### Wires at chosen ports, followed through buffers, run 1

Drawn at 1 px/um.
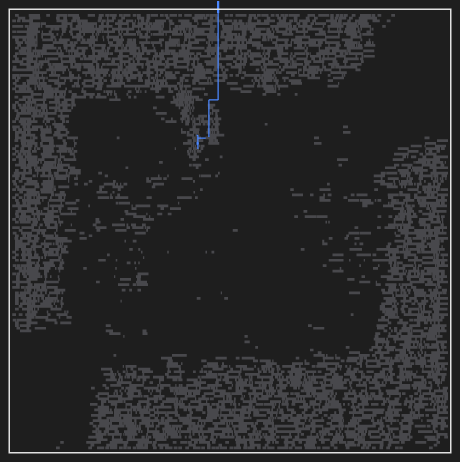
### Pin map, run 1

Drawn at 1 px/um. Pins as bars across the die edge, other pins in grey.
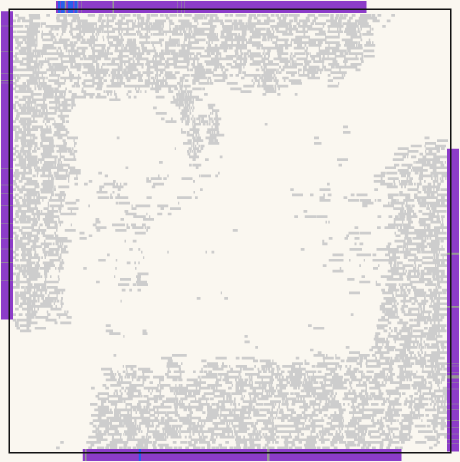
### Cell placement, run 1

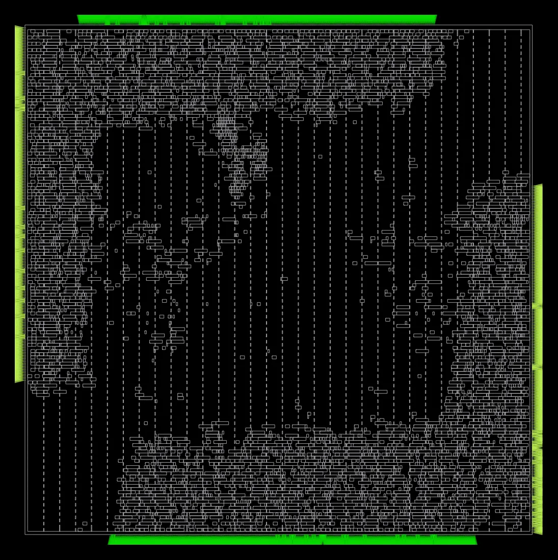
==> src/rtl/router_pkg.sv <==
// router_pkg: flit types and head-flit layout shared by segment_pkt and reassembly_pkt
package router_pkg;
  localparam int ADDR_W = 10;
  localparam int DFX_W  = 2;
  localparam int SEQ_W  = 4;
  localparam int HDR_W  = 2*DFX_W + 2*ADDR_W + SEQ_W;
  localparam int HDR_SRC_DFX_OFF  = HDR_W - DFX_W;
  localparam int HDR_DST_DFX_OFF  = HDR_SRC_DFX_OFF - DFX_W;
  localparam int HDR_SRC_ADDR_OFF = HDR_DST_DFX_OFF - ADDR_W;
  localparam int HDR_DST_ADDR_OFF = HDR_SRC_ADDR_OFF - ADDR_W;
  localparam int HDR_SEQ_OFF      = 0;

  typedef enum logic [1:0] {
    FLIT_BODY = 2'b00,
    FLIT_HEAD = 2'b01,
    FLIT_TAIL = 2'b10
  } flit_type_e;

  // Header occupies the top HDR_W bits of the head flit; offsets are within the header field.
  function automatic logic [HDR_W-1:0] pack_hdr(
    input logic [DFX_W-1:0]  src_dfx,
    input logic [DFX_W-1:0]  dst_dfx,
    input logic [ADDR_W-1:0] src_addr,
    input logic [ADDR_W-1:0] dst_addr,
    input logic [SEQ_W-1:0]  seq
  );
    logic [HDR_W-1:0] h;
    h = '0;
    h[HDR_SRC_DFX_OFF  +: DFX_W]  = src_dfx;
    h[HDR_DST_DFX_OFF  +: DFX_W]  = dst_dfx;
    h[HDR_SRC_ADDR_OFF +: ADDR_W] = src_addr;
    h[HDR_DST_ADDR_OFF +: ADDR_W] = dst_addr;
    h[HDR_SEQ_OFF      +: SEQ_W]  = seq;
    return h;
  endfunction
endpackage

==> src/rtl/segment_pkt_ack_timer.sv <==
// seg_ack_timer: ack timeout counter and retransmission counter
module seg_ack_timer #(
  parameter int ACK_TIMEOUT = 256,
  parameter int MAX_RETRY   = 3
) (
  input  logic clk,
  input  logic rst,
  input  logic clear_i,
  input  logic enable_i,
  input  logic retry_i,
  output logic expired_o,
  output logic exhausted_o
);
  localparam int TMR_W = (ACK_TIMEOUT > 1) ? $clog2(ACK_TIMEOUT) : 1;
  localparam int RTY_W = $clog2(MAX_RETRY + 1) > 0 ? $clog2(MAX_RETRY + 1) : 1;

  logic [TMR_W-1:0] timer_q, timer_d;
  logic [RTY_W-1:0] retry_q, retry_d;

  // Timer runs only while waiting for an ack and sits at zero otherwise.
  always_comb begin
    timer_d = enable_i ? timer_q + 1'b1 : '0;
    retry_d = clear_i ? '0 : retry_i ? retry_q + 1'b1 : retry_q;
  end

  // Counter state.
  always_ff @(posedge clk) begin
    if (rst) begin
      timer_q <= '0;
      retry_q <= '0;
    end else begin
      timer_q <= timer_d;
      retry_q <= retry_d;
    end
  end

  assign expired_o   = enable_i && timer_q == TMR_W'(ACK_TIMEOUT - 1);
  assign exhausted_o = retry_q >= RTY_W'(MAX_RETRY);
endmodule

==> src/rtl/segment_pkt.sv <==
// segment_pkt: splits one request into head + body flits and retransmits until acknowledged
module segment_pkt
  import router_pkg::*;
#(
  parameter int DATA_W      = 1024,
  parameter int FLIT_W      = 64,
  parameter int ACK_TIMEOUT = 256,
  parameter int MAX_RETRY   = 3
) (
  input  logic              clk,
  input  logic              rst,
  input  logic              in_valid,
  output logic              in_ready,
  input  logic [ADDR_W-1:0] in_src_addr,
  input  logic [ADDR_W-1:0] in_dst_addr,
  input  logic [DFX_W-1:0]  in_src_dfx,
  input  logic [DFX_W-1:0]  in_dst_dfx,
  input  logic [DATA_W-1:0] in_data,
  output logic              flit_valid,
  input  logic              flit_ready,
  output logic [1:0]        flit_type,
  output logic [FLIT_W-1:0] flit_data,
  input  logic              ack_valid,
  input  logic              ack_ok,
  input  logic [SEQ_W-1:0]  ack_seq,
  output logic              busy,
  output logic              done,
  output logic              err
);
  localparam int N     = DATA_W / FLIT_W;
  localparam int IDX_W = (N > 1) ? $clog2(N) : 1;

  typedef enum logic [1:0] {S_IDLE, S_HEAD, S_BODY, S_WAIT_ACK} state_e;

  state_e            state_q, state_d;
  logic [IDX_W-1:0]  idx_q, idx_d;
  logic [SEQ_W-1:0]  seq_q, seq_d;
  logic              done_q, done_d, err_q, err_d;
  logic [ADDR_W-1:0] src_addr_q, dst_addr_q;
  logic [DFX_W-1:0]  src_dfx_q, dst_dfx_q;
  logic [DATA_W-1:0] data_q;
  logic              load, tmr_clear, tmr_retry, expired, exhausted;
  logic              ack_match, tail, in_head, in_body;

  assign in_head   = state_q == S_HEAD;
  assign in_body   = state_q == S_BODY;
  assign tail      = idx_q == IDX_W'(N - 1);
  assign ack_match = ack_valid && ack_seq == seq_q;

  seg_ack_timer #(.ACK_TIMEOUT(ACK_TIMEOUT), .MAX_RETRY(MAX_RETRY)) u_timer (
    .clk         (clk),
    .rst         (rst),
    .clear_i     (tmr_clear),
    .enable_i    (state_q == S_WAIT_ACK),
    .retry_i     (tmr_retry),
    .expired_o   (expired),
    .exhausted_o (exhausted)
  );

  // Next state: a matching ACK takes priority over a timeout in the same cycle.
  always_comb begin
    state_d   = state_q;
    idx_d     = idx_q;
    seq_d     = seq_q;
    done_d    = 1'b0;
    err_d     = 1'b0;
    load      = 1'b0;
    tmr_clear = 1'b0;
    tmr_retry = 1'b0;
    unique case (state_q)
      S_IDLE: if (in_valid) begin
        load      = 1'b1;
        tmr_clear = 1'b1;
        state_d   = S_HEAD;
      end
      S_HEAD: begin
        idx_d = '0;
        if (flit_ready) state_d = S_BODY;
      end
      S_BODY: if (flit_ready) begin
        idx_d = idx_q + 1'b1;
        if (tail) state_d = S_WAIT_ACK;
      end
      S_WAIT_ACK: if (ack_match && ack_ok) begin
        done_d  = 1'b1;
        seq_d   = seq_q + 1'b1;
        state_d = S_IDLE;
      end else if (ack_match || expired) begin
        if (!exhausted) begin
          tmr_retry = 1'b1;
          state_d   = S_HEAD;
        end else begin
          err_d   = 1'b1;
          seq_d   = seq_q + 1'b1;
          state_d = S_IDLE;
        end
      end
      default: state_d = S_IDLE;
    endcase
  end

  // Control state; reset aborts any packet in flight without a done/err pulse.
  always_ff @(posedge clk) begin
    if (rst) begin
      state_q <= S_IDLE;
      idx_q   <= '0;
      seq_q   <= '0;
      done_q  <= 1'b0;
      err_q   <= 1'b0;
    end else begin
      state_q <= state_d;
      idx_q   <= idx_d;
      seq_q   <= seq_d;
      done_q  <= done_d;
      err_q   <= err_d;
    end
  end

  // Hold buffer keeps the request for retransmission and survives reset.
  always_ff @(posedge clk) begin
    if (load) begin
      src_addr_q <= in_src_addr;
      dst_addr_q <= in_dst_addr;
      src_dfx_q  <= in_src_dfx;
      dst_dfx_q  <= in_dst_dfx;
      data_q     <= in_data;
    end
  end

  assign in_ready   = state_q == S_IDLE;
  assign busy       = !in_ready;
  assign flit_valid = in_head || in_body;
  assign flit_type  = in_head ? FLIT_HEAD : (in_body && tail) ? FLIT_TAIL : FLIT_BODY;
  assign flit_data  = in_head ? {pack_hdr(src_dfx_q, dst_dfx_q, src_addr_q, dst_addr_q, seq_q), {(FLIT_W-HDR_W){1'b0}}}
                    : in_body ? data_q[idx_q*FLIT_W +: FLIT_W] : '0;
  assign done       = done_q;
  assign err        = err_q;
endmodule

==> config.mk <==
export PLATFORM = sky130hd
export DESIGN_NAME = segment_pkt
export DESIGN_NICKNAME = d
export VERILOG_FILES = /design/src/rtl/router_pkg.sv /design/src/rtl/segment_pkt_ack_timer.sv /design/src/rtl/segment_pkt.sv
export SDC_FILE = /design/constraint.sdc
export NUM_CORES = 1
export LEC_CHECK = 0
export ABC_AREA = 1
export CORE_AREA = 2 2 438 440
export CTS_BUF_LIST = sky130_fd_sc_hd__clkbuf_4 sky130_fd_sc_hd__clkbuf_8
export DETAILED_ROUTE_END_ITERATION = 12
export DIE_AREA = 0 0 440 442
export SYNTH_ARGS = -nofsm -noshare
export SYNTH_HDL_FRONTEND = slang
export SYNTH_HIERARCHICAL = 1
export SYNTH_SLANG_ARGS = --single-unit
==> constraint.sdc <==
create_clock -name clk -period 26.3 [get_ports clk]
set_input_delay 5.26 -clock clk [delete_from_list [all_inputs] [get_ports clk]]
set_output_delay 5.26 -clock clk [all_outputs]
set_load 0.01 [all_outputs]
==> results.cfg, run 1 <==
; flow metrics
[run_status]
outcome = finished, final reports clean

[place]
postPlaceCellArea_um2 = 55500
placedCellCount = 6473
dp.final_hpwl_mm = 134
dp_worst_setup_slack_ns = 16.20

[logic_synthesis]
postSynthRegisterBits = 1070
yosys_cells = 3012
synth.cellmix.adderShare = 0.00240
post_synth_tally_of_flip_flops_with_integrated_enable = 1048
synthArstFlopShare = 0
xor_share = 0.000840
synthDominantAreaCellType = sky130_fd_sc_hd__edfxtp_1
synth_warnings = 6
ys_top_cells_by_count = sky130_fd_sc_hd__edfxtp_1 (1048), sky130_fd_sc_hd__nor2_1 (549), sky130_fd_sc_hd__o21ai_0 (487)
yosys.area_share.simple = 0.0800
fraction_of_the_mapped_netlist_area_in_compound_gates = 0.123
yosys-top-cells-area = sky130_fd_sc_hd__edfxtp_1 (75%), sky130_fd_sc_hd__o21ai_0 (5.8%), sky130_fd_sc_hd__nor2_1 (4.9%), sky130_fd_sc_hd__o221ai_1 (4.9%), sky130_fd_sc_hd__nand3_1 (1.6%)
yosys-stat-area_um2 = 41700

[layout]
number_of_flip_flops_under_the_largest_register_name = 1024
layout.comb_gates.multi_input = 1691
seqCellArea_um2 = 31900
fin_area_um2 = 59400
layout_top_registers = data_q: 1024 flops, dst_addr_q: 10 flops, src_addr_q: 10 flops
share_of_cells_above_drive_strength_1 = 0.0817
final_cell_count_without_fillers = 6867
nonClkBufAreaFrac = 0.196
largest_class = flip-flops and latches
num_antenna_cells = 60
layout.clock.cell_area_share = 0.0632

[grt]
grt_first_pass_wirelength_mm = 246
globalRouteMet1Util = 0.191
number_of_global_route_vias_before_repair = 31343
grt_util_met3 = 0.0506
overflow = 0

[hold_path]
worstHoldPathCells = 2

[timing]
slew_headroom = 0.191
rsz0062_at_grt = no
achievable-frequency_mhz = 91.0
slew_violations = 0
worst-slew-pin-transition_ns = 1.21
timing.final.setup_violations = 0

[power_and_ir_drop]
report.power.total_mw = 4.95
power.ir.vdd_worst_v = 0.0000561
switching_share = 0.293
power.sequential.fraction = 0.499
power.group.top = registers

[drt]
wire_per_inst_um = 26.8
wl_on_met1_mm = 63.7
wl_met3_mm = 14.9
routed_wl_mm = 184
route.antenna.remaining_nets = 0

[job]
tool_warnings = 40
max-cap-violations = 0

[critical_path]
endpoint = flit_data[13]
worstSetupEndpointType = primary output
terminus_of_the_critical_flop_to_flop_path = data_q[469]
worst-endpoint-arrival_ns = 5.73

[clock_tree]
clock_tree.buffer_depth = 3
numCtsBuffers = 184
cts_tree = yes
-- 'Wires at chosen ports, followed through buffers' (at the start) --
busy: in blue, bits 1, direction output, end cells 1, wire 158 um.

-- 'Pin map' (at the start) --
in_src_addr: in blue, pins 10, direction input, edge 9 top, 1 bottom. in_data: in purple, pins 1024, direction input, edge 314 bottom, 295 top, 212 left, 203 right. busy: in green, pins 1, direction output, edge top.
Port Buffer Count: 1128
die span in y: 442 um
die width: 440 um

-- 'Cell placement' (at the start) --
CORE AREA: 190000 um^2
cell row count: 160
Finished Core Util: 0.313
fraction of area in registers: 0.538
sequential cell count: 1070

-- run 1: worst max-delay path, stage by stage (launching register included) --
cell                              delay, ns
sky130_fd_sc_hd__dfxtp_4               0.48
sky130_fd_sc_hd__inv_8                 0.26
sky130_fd_sc_hd__buf_4                 0.53
sky130_fd_sc_hd__buf_4                 0.68
sky130_fd_sc_hd__buf_4                 0.67
sky130_fd_sc_hd__o21ai_0               0.23
sky130_fd_sc_hd__o221ai_1              0.22
sky130_fd_sc_hd__nand3_1               0.20
sky130_fd_sc_hd__a21oi_1               0.62
sky130_fd_sc_hd__clkdlybuf4s50_1       0.66
==> inputs of run 2 (changes only) <==
==> constraint.sdc (replaced) <==
create_clock -name clk -period 10.1 [get_ports clk]
set_input_delay 2.02 -clock clk [delete_from_list [all_inputs] [get_ports clk]]
set_output_delay 2.02 -clock clk [all_outputs]
set_load 0.01 [all_outputs]
### Pin map, run 2

Drawn at 1 px/um. Pins as bars across the die edge, other pins in grey.
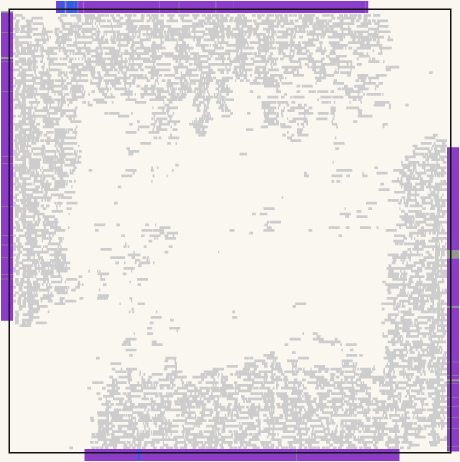
in_data: in purple, pins 1024, direction input, edge 313 bottom, 294 top, 213 left, 204 right. in_src_addr: in blue, pins 10, direction input, edge 9 top, 1 bottom. busy: in green, pins 1, direction output, edge top.
All pins by edge: 341 bottom, 338 top, 227 left, 223 right.

==> run 2 against run 1 <==
Die size unchanged. Critical endpoint is now flit_data[48]. Sequential power rose to 2.6 times the previous value. Flip-flop count unchanged. Highest routed layer unchanged.
==> results.cfg, run 2 <==
; flow metrics
[place]
port_buffer_count = 1128
dp.final_hpwl_mm = 130
dp_worst_setup_slack_ns = 3.95
postPlaceCellArea_um2 = 55500

[layout]
seq_area_frac = 0.536
nonClkBufAreaFrac = 0.196
layout.comb_gates.multi_input = 1691
layout_top_registers = data_q: 1024 flops, dst_addr_q: 10 flops, src_addr_q: 10 flops
fin_area_um2 = 59600
layout.clock.cell_area_share = 0.0659
share_of_cells_above_drive_strength_1 = 0.0830
num_antenna_cells = 51
sequential_cell_count = 1070
largest_class = flip-flops and latches
final_util = 0.314
number_of_flip_flops_under_the_largest_register_name = 1024
final_cell_count_without_fillers = 6863
seqCellArea_um2 = 31900

[logic_synthesis]
ys_top_cells_by_count = sky130_fd_sc_hd__edfxtp_1 (1048), sky130_fd_sc_hd__nor2_1 (549), sky130_fd_sc_hd__o21ai_0 (487)
yosys-stat-area_um2 = 41700
postSynthRegisterBits = 1070
post_synth_tally_of_flip_flops_with_integrated_enable = 1048
synthDominantAreaCellType = sky130_fd_sc_hd__edfxtp_1
yosys.area_share.simple = 0.0800
fraction_of_the_mapped_netlist_area_in_compound_gates = 0.123
synth_warnings = 6
yosys-top-cells-area = sky130_fd_sc_hd__edfxtp_1 (75%), sky130_fd_sc_hd__o21ai_0 (5.8%), sky130_fd_sc_hd__nor2_1 (4.9%), sky130_fd_sc_hd__o221ai_1 (4.9%), sky130_fd_sc_hd__nand3_1 (1.6%)
synth.cellmix.adderShare = 0.00240
xor_share = 0.000840
yosys_cells = 3012
synthArstFlopShare = 0

[grt]
grt_first_pass_wirelength_mm = 243
grt_util_met3 = 0.0569
number_of_global_route_vias_before_repair = 31420
globalRouteMet1Util = 0.185

[critical_path]
path_delay_family = buffers and inverters
cp_slowest_stage_delay_ns = 0.87
cp_cell_sequence = buf_12 -> o21ai_0 -> o22ai_1 -> nand2_1 -> nand3_1 -> nand2_1 -> o21ai_1 -> clkdlybuf4s50_1
worst-endpoint-arrival_ns = 4.88
critPathSlowestCell = sky130_fd_sc_hd__dfxtp_4
critical-path-top-cell-by-count = sky130_fd_sc_hd__nand2_1
worstSetupEndpointType = primary output

[timing]
timing.final.setup_violations = 0
achievable-frequency_mhz = 145
worst-slew-pin-transition_ns = 1.28
slew_headroom = 0.148
clock-skew-final_ns = 0.0424
slew_violations = 0
rsz0062_at_grt = no

[drt]
routed_wl_mm = 181
wl_met3_mm = 16.7
wl_on_met1_mm = 61.0
wire_per_inst_um = 26.4
route.antenna.remaining_nets = 0

[die]
die_width_um = 440
fp.coreArea_um2 = 190000
rows = 160
die-height_um = 442

[power_and_ir_drop]
power.group.top = registers
report.power.total_mw = 13.0
switching_share = 0.292
power.ir.vdd_worst_v = 0.000141
power.sequential.fraction = 0.493

[job]
tool_warnings = 79
max-cap-violations = 0

[clock_tree]
clock_tree.buffer_depth = 3
numCtsBuffers = 189
cts_tree = yes

[run_status]
outcome = finished, final reports clean
## run 2: netlist changes by cell type in the layout (fill, tap and decap cells not counted), sizes merged
cell	change
diode	-9
bufinv	+2
clkbuf	+9
clkinv	+2
inv	+2
buf	-10
## run 2: per-stage QoR
stage,hold slack (ns),TNS [ns]
finish,0.461,0
global route,0.489,0
CTS,0.464,0
detailed placement,0.454,0
global placement,0.450,0
floorplan,0.436,-8595.92
## run 2: path summary, 6_finish.rpt
path | end | cells after the start | startpoint | slack [ns]
worst min register to register | u_timer/timer_q[4] | 2 | u_timer/timer_q[4] | 0.46
worst min-delay path | u_timer/timer_q[4] | 2 | u_timer/timer_q[4] | 0.46
worst max-delay path | flit_data[48] | 8 | idx_q[1] | 3.20
worst max register to register | data_q[222] | 6 | state_q[1] | 7.06
Power is estimated from default activity; no workload was simulated.
